`src/rtl/tdm_mux8_serializer.sv`:
```
// tdm_mux8_serializer: captures an 8-bit word and shifts it out one bit per clock.
// Each bit is sent together with its slot select {x2,x1,x0}, so a downstream 1-to-8
// demux can route it back to the matching output line.
// Optional feature macro: TDM_MUX8_PARITY_EN adds a trailing even-parity slot and
// the par_slot output.
module tdm_mux8_serializer #(
  parameter bit MSB_FIRST = 1'b0,
  parameter bit IDLE_VAL  = 1'b0
) (
  input  logic       clk,
  input  logic       rst,
  input  logic [7:0] data_in,
  input  logic       load,
  output logic       ready,
  output logic       busy,
  output logic       out,
  output logic       valid,
  output logic       x0,
  output logic       x1,
  output logic       x2,
  output logic       done
`ifdef TDM_MUX8_PARITY_EN
  ,
  output logic       par_slot
`endif
);

  localparam logic [2:0] CntFirst = MSB_FIRST ? 3'd7 : 3'd0;
  localparam logic [2:0] CntLast  = MSB_FIRST ? 3'd0 : 3'd7;

  typedef enum logic [1:0] {StIdle, StSend, StParity} state_e;

  state_e     state_q, state_d;
  logic [7:0] shadow_q, shadow_d;
  logic [2:0] cnt_q, cnt_d;
  logic       done_q, done_d;
  logic       terminal;
  logic [2:0] sel;

  // Cycle in which a new load may be accepted while a word is still in flight.
`ifdef TDM_MUX8_PARITY_EN
  assign terminal = (state_q == StParity);
`else
  assign terminal = (state_q == StSend) && (cnt_q == CntLast);
`endif

  // State and datapath registers, synchronous reset.
  always_ff @(posedge clk) begin
    if (rst) begin
      state_q  <= StIdle;
      shadow_q <= 8'd0;
      cnt_q    <= 3'd0;
      done_q   <= 1'b0;
    end else begin
      state_q  <= state_d;
      shadow_q <= shadow_d;
      cnt_q    <= cnt_d;
      done_q   <= done_d;
    end
  end

  // Next-state: capture on load when idle or terminal, step the slot counter otherwise.
  always_comb begin
    state_d  = state_q;
    shadow_d = shadow_q;
    cnt_d    = cnt_q;
    done_d   = 1'b0;
    case (state_q)
      StIdle: begin
        if (load) begin
          state_d  = StSend;
          shadow_d = data_in;
          cnt_d    = CntFirst;
        end
      end
      StSend: begin
        if (cnt_q == CntLast) begin
`ifdef TDM_MUX8_PARITY_EN
          state_d = StParity;
          cnt_d   = 3'd0;
`else
          done_d = 1'b1;
          if (load) begin
            shadow_d = data_in;
            cnt_d    = CntFirst;
          end else begin
            state_d = StIdle;
            cnt_d   = 3'd0;
          end
`endif
        end else begin
          cnt_d = MSB_FIRST ? (cnt_q - 3'd1) : (cnt_q + 3'd1);
        end
      end
`ifdef TDM_MUX8_PARITY_EN
      StParity: begin
        done_d = 1'b1;
        if (load) begin
          state_d  = StSend;
          shadow_d = data_in;
          cnt_d    = CntFirst;
        end else begin
          state_d = StIdle;
          cnt_d   = 3'd0;
        end
      end
`endif
      default: begin
        state_d = StIdle;
        cnt_d   = 3'd0;
      end
    endcase
  end

  // Outputs decoded from registers only; no path from data_in/load to the link.
  always_comb begin
    out   = IDLE_VAL;
    valid = 1'b0;
    busy  = 1'b0;
    sel   = 3'd0;
    case (state_q)
      StSend: begin
        out   = shadow_q[cnt_q];
        valid = 1'b1;
        busy  = 1'b1;
        sel   = cnt_q;
      end
      StParity: begin
        out   = ^shadow_q;
        valid = 1'b1;
        busy  = 1'b1;
      end
      default: ;
    endcase
    ready = (state_q == StIdle) || terminal;
    done  = done_q;
    x0    = sel[0];
    x1    = sel[1];
    x2    = sel[2];
`ifdef TDM_MUX8_PARITY_EN
    par_slot = (state_q == StParity);
`endif
  end

endmodule

```
`config.mk`:
```
export PLATFORM = sky130hd
export DESIGN_NAME = tdm_mux8_serializer
export DESIGN_NICKNAME = d
export VERILOG_FILES = /design/src/rtl/tdm_mux8_serializer.sv
export SDC_FILE = /design/constraint.sdc
export NUM_CORES = 1
export LEC_CHECK = 0
export CAP_MARGIN = 20
export CORE_AREA = 2 2 39 41
export DETAILED_ROUTE_END_ITERATION = 10
export DIE_AREA = 0 0 41 43
export GPL_TIMING_DRIVEN = 0
export PLACE_DENSITY = 0.77
export SETUP_SLACK_MARGIN = 0.4
export SLEW_MARGIN = 20
export SYNTH_ARGS = -nofsm -noshare
export SYNTH_HDL_FRONTEND = slang
export SYNTH_SLANG_ARGS = --single-unit
```
`constraint.sdc`:
```
create_clock -name clk -period 3.3 [get_ports clk]
set_clock_uncertainty 0.15 [all_clocks]
set_input_delay 0.99 -clock clk [delete_from_list [all_inputs] [get_ports clk]]
set_output_delay 0.99 -clock clk [all_outputs]
set_load 0.01 [all_outputs]
```
==> images/clocks.png <==
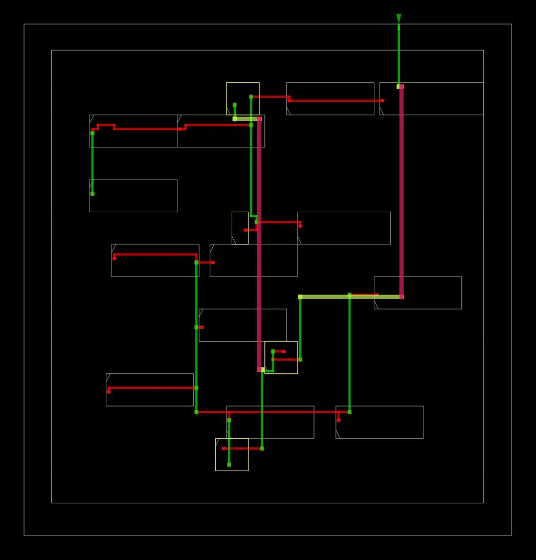
# clock sinks: 13
Layout clock buffers: 4
sequential cell count: 13

==> images/flops_by_reg.png <==
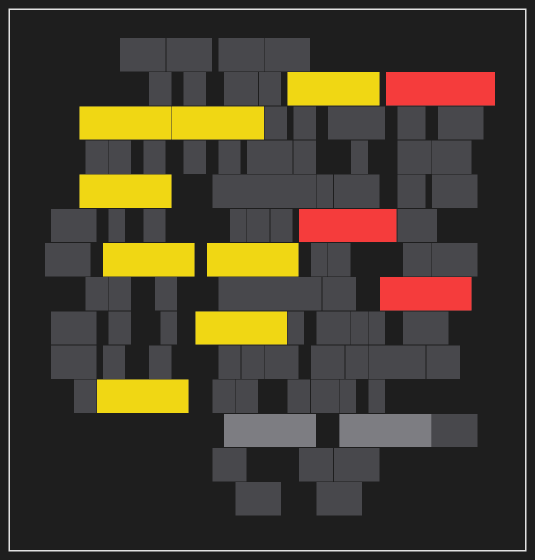
[red] cnt_q | sequential cells: 3
[yellow] shadow_q | sequential cells: 8

==> images/layer_met1.png <==
Supply wires on this layer in grey.
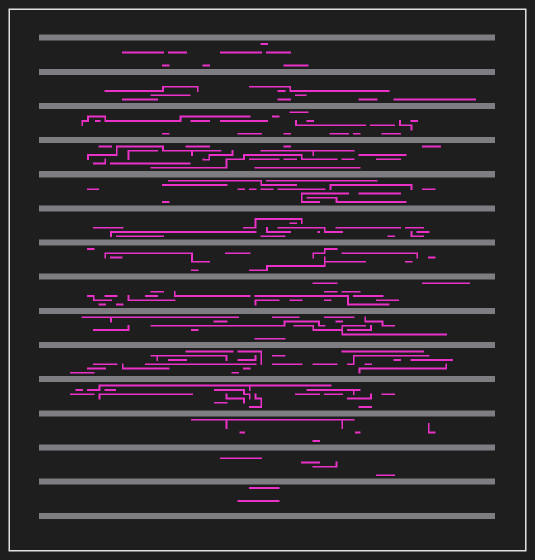
share of all routed wire: 43%
nets with wire on the layer: 88
longest straight run: 18.4 µm
main direction: horizontal

-- routing by layer --
| metal | share of wire [%] | routed length [µm] | track usage [%] |
|---|---|---|---|
| met5 | 0 | 0 | 0 |
| met4 | 3.1 | 38 | 14.0 |
| met3 | 4.8 | 60 | 3.14 |
| met2 | 49 | 604 | 22.8 |
| met1 | 43 | 537 | 24.8 |
-- timing repair --
| item | 4_1_cts | 5_1_grt |
|---|---|---|
| setup endpoints to repair | 2 | 4 |
| setup buffers | 0 | 1 |
| gates resized | 6 | 3 |
| gates cloned | 0 | 0 |
-- layout by cell type (no fill, tap or decap), drive strengths merged --
cell / instances
mux2i: 1
nor2: 5
dlygate4sd2: 1
dfxtp: 13
and2: 3
clkbuf: 7
buf: 3
nand2: 1
mux4: 2
inv: 2
o21ai: 8
clkdlybuf4s15: 1
a21oi: 11
nand3: 8
clkdlybuf4s50: 16
ha: 2
a22o: 1
nor3b: 2
nor2b: 2
-- cell type report --
class                           instances  area [µm²]  share of cell area, %
Multi-Input combinational cell         46         294                   35.6
Sequential cell                        13         265                   32.1
Timing Repair Buffer                   19         186                   22.5
Buffer                                  5        27.5                   3.33
Clock buffer                            4        26.3                   3.18
Tap cell                               16        20.0                   2.42
Inverter                                2        7.51                  0.908
-- registers in the layout (all words and copies together), names as in the netlist --
| register | cells |
|---|---|
| state_q | 1 |
| cnt_q | 3 |
| shadow_q | 8 |
| done | 1 |
-- power by group through the flow --
stage | clock [mW] | combinational (mW) | sequential [mW]
floorplan | 0 | 0.0272 | 0.172
global placement | 0 | 0.0512 | 0.173
detailed placement | 0 | 0.0524 | 0.173
CTS | 0.102 | 0.0522 | 0.169
global route | 0.111 | 0.0590 | 0.171
finish | 0.0984 | 0.0536 | 0.170
-- worst reg2reg max path, cell delays in order, from the launching register on --
cell and delay [ns]:
sky130_fd_sc_hd__dfxtp_4 0.37, sky130_fd_sc_hd__ha_1 0.21, sky130_fd_sc_hd__ha_1 0.20, sky130_fd_sc_hd__nor2b_1 0.11, sky130_fd_sc_hd__buf_4 0.14, sky130_fd_sc_hd__buf_4 0.13, sky130_fd_sc_hd__o21ai_0 0.07, sky130_fd_sc_hd__a21oi_1 0.14
-- path summary, 6_finish.rpt --
path | startpoint | to | cells after the start
setup reg to reg | cnt_q[0] | shadow_q[7] | 7
hold / removal | shadow_q[0] | shadow_q[0] | 2
setup / recovery | cnt_q[0] | out | 3
hold reg to reg | shadow_q[0] | shadow_q[0] | 2
-- metrics by stage --
| step | instances | area, µm² | hold slack (ns) |
|---|---|---|---|
| detailed placement | 100 | 786 | 0.318 |
| global placement | 100 | 786 | 0.312 |
| finish | 105 | 827 | 0.330 |
| global route | 105 | 827 | 0.346 |
| CTS | 104 | 817 | 0.328 |
| floorplan | 66 | 586 | 0.294 |
-- logic make-up after synthesis --
group,after synthesis,share of synthesized area [%]
adders and majority gates,2,4.27
buffers and inverters,7,5.34
muxes,3,9.40
AOI/OAI and AO/OA,20,17.7
and+or+nand+nor,21,18.8
DFF,13,44.4
==> summary.txt <==
Results of an implementation run.

The switching portion of total power is 24.8%. Cells fill 59.8% of the core in the end. The initial antenna violation count is 0. The unique cell type count in the Yosys netlist is 19. The number of warning messages in the logs is 26. The pre-CTS setup check shows a worst slack of 0.403 ns. The final-report setup violation count is 0. At floorplan, the net count of the design was reported as 79.

Before antenna repair, the detailed router went through 4 iterations. Per the post-CTS timing run, clock transition at the registers of the reported paths is 0.08 ns. In the post-route analysis, the smallest setup slack over all paths is 0.481 ns. The largest buffer count on any clock path is 2. The vertical die size is 43 µm.

Buffers placed on the I/O ports in this run total 18. The first global-routing pass estimated 2060 µm of wire. The violation count after the first detailed-route iteration is 9. The total negative slack for setup checks is 0 ns. The placeable core region is 0.00138 mm². The critical path endpoint has a required time of 2.16 ns. The layout net count is 103. STA classifies the critical path endpoint as an output pin. The buffer-and-inverter tally for the worst setup path is 1.

The summed standard-cell area reported by yosys is 586 µm². In the synthesized netlist, the cells that appear most often are sky130_fd_sc_hd__dfxtp_1, sky130_fd_sc_hd__a21oi_1, sky130_fd_sc_hd__nand3_1, sky130_fd_sc_hd__o21ai_0, sky130_fd_sc_hd__nor2_1. Dividing the detail-routed via count by the number of cells gives 5.14. For the worst setup path, the data arrival time is 1.68 ns. The half-perimeter wire length after detailed placement is 878 µm. The area of the mapped netlist is 586 µm². The width of the die is 41 µm. The core utilization before placement is 42.3%.

The number of global-route vias before repair was 457. The script extracted a total leakage power of 0.323 nW. The remaining design rule violation count is 0. The final weighted congestion recorded by global placement is 0.780. The final antenna-violating net count is 0. The number of ports placed on the die boundary is 19. The synthesized design contains 13 register bits. In this run the clock root is driven by a sky130_fd_sc_hd__clkbuf_4.

The power report lists cell-internal power as 0.242 mW. TritonCTS built the clock tree. The number of cell instances after yosys synthesis is 66. The total chip power is 0.322 mW.

The part of the total power dissipated in the clock network is 30.6%. The number of placement rows is 14. The signed area change from the synthesized netlist to the final layout is 41.2%. The global route total overflow is 0.

The share of the Yosys chip area taken by registers is 44.4%. The cell type with the largest total area is sky130_fd_sc_hd__dfxtp_1. The power per standard cell area is 389 mW/mm². The commonest register cell is sky130_fd_sc_hd__dfxtp_1. The longest individual stage delay on the worst path is 0.50 ns. For the worst-skew pair, the clock arrives at the later sink with an insertion delay of 0.28 ns. The synthesized design contains 0 enable-type register cells.

The report counts max-capacitance violations totalling 0. During synthesis, Yosys emitted a total of 0 warnings. Per the OpenROAD floorplan log, the area of the die is 0.00176 mm². The most frequently used library cell after synthesis is sky130_fd_sc_hd__dfxtp_1. The pin count of the biggest net entering global routing is 11. Combinational logic is responsible for 16.7% of the overall power. The share of total power dissipated in sequential elements is 52.7%. The share of synthesized area in the top cell type comes to 44.4%. Setup repair after global routing left no endpoint under its margin. Summed over all routing layers, the global router reports a total usage of 17.7%. Cells with a size suffix above 1 make up 14.6% of the layout. The type recorded for the worst min-delay path is reg -> reg. The number of fill cells in the layout is 132. The switching power total is 0.0799 mW. The number of H-tree levels is 1. The type of origin of the critical path is a register. Broken down by cell family, the worst path's largest delay share belongs to multiplexers.

The run finished with clean final reports. Per the post-synthesis report, the number of cells in the design is 66. For reference, the critical path cell chain is mux4_2 -> a22o_1 -> dlygate4sd2_1. The maximum vdd drop is 0.160 mV.

After layout, the worst path uses 85.4% of the clock period. TritonCTS created 3 clock buffers. For reference, the post-synthesis area per instance comes to 8.87 µm².
No activity file was given, so power comes from the tool's default toggle rates.
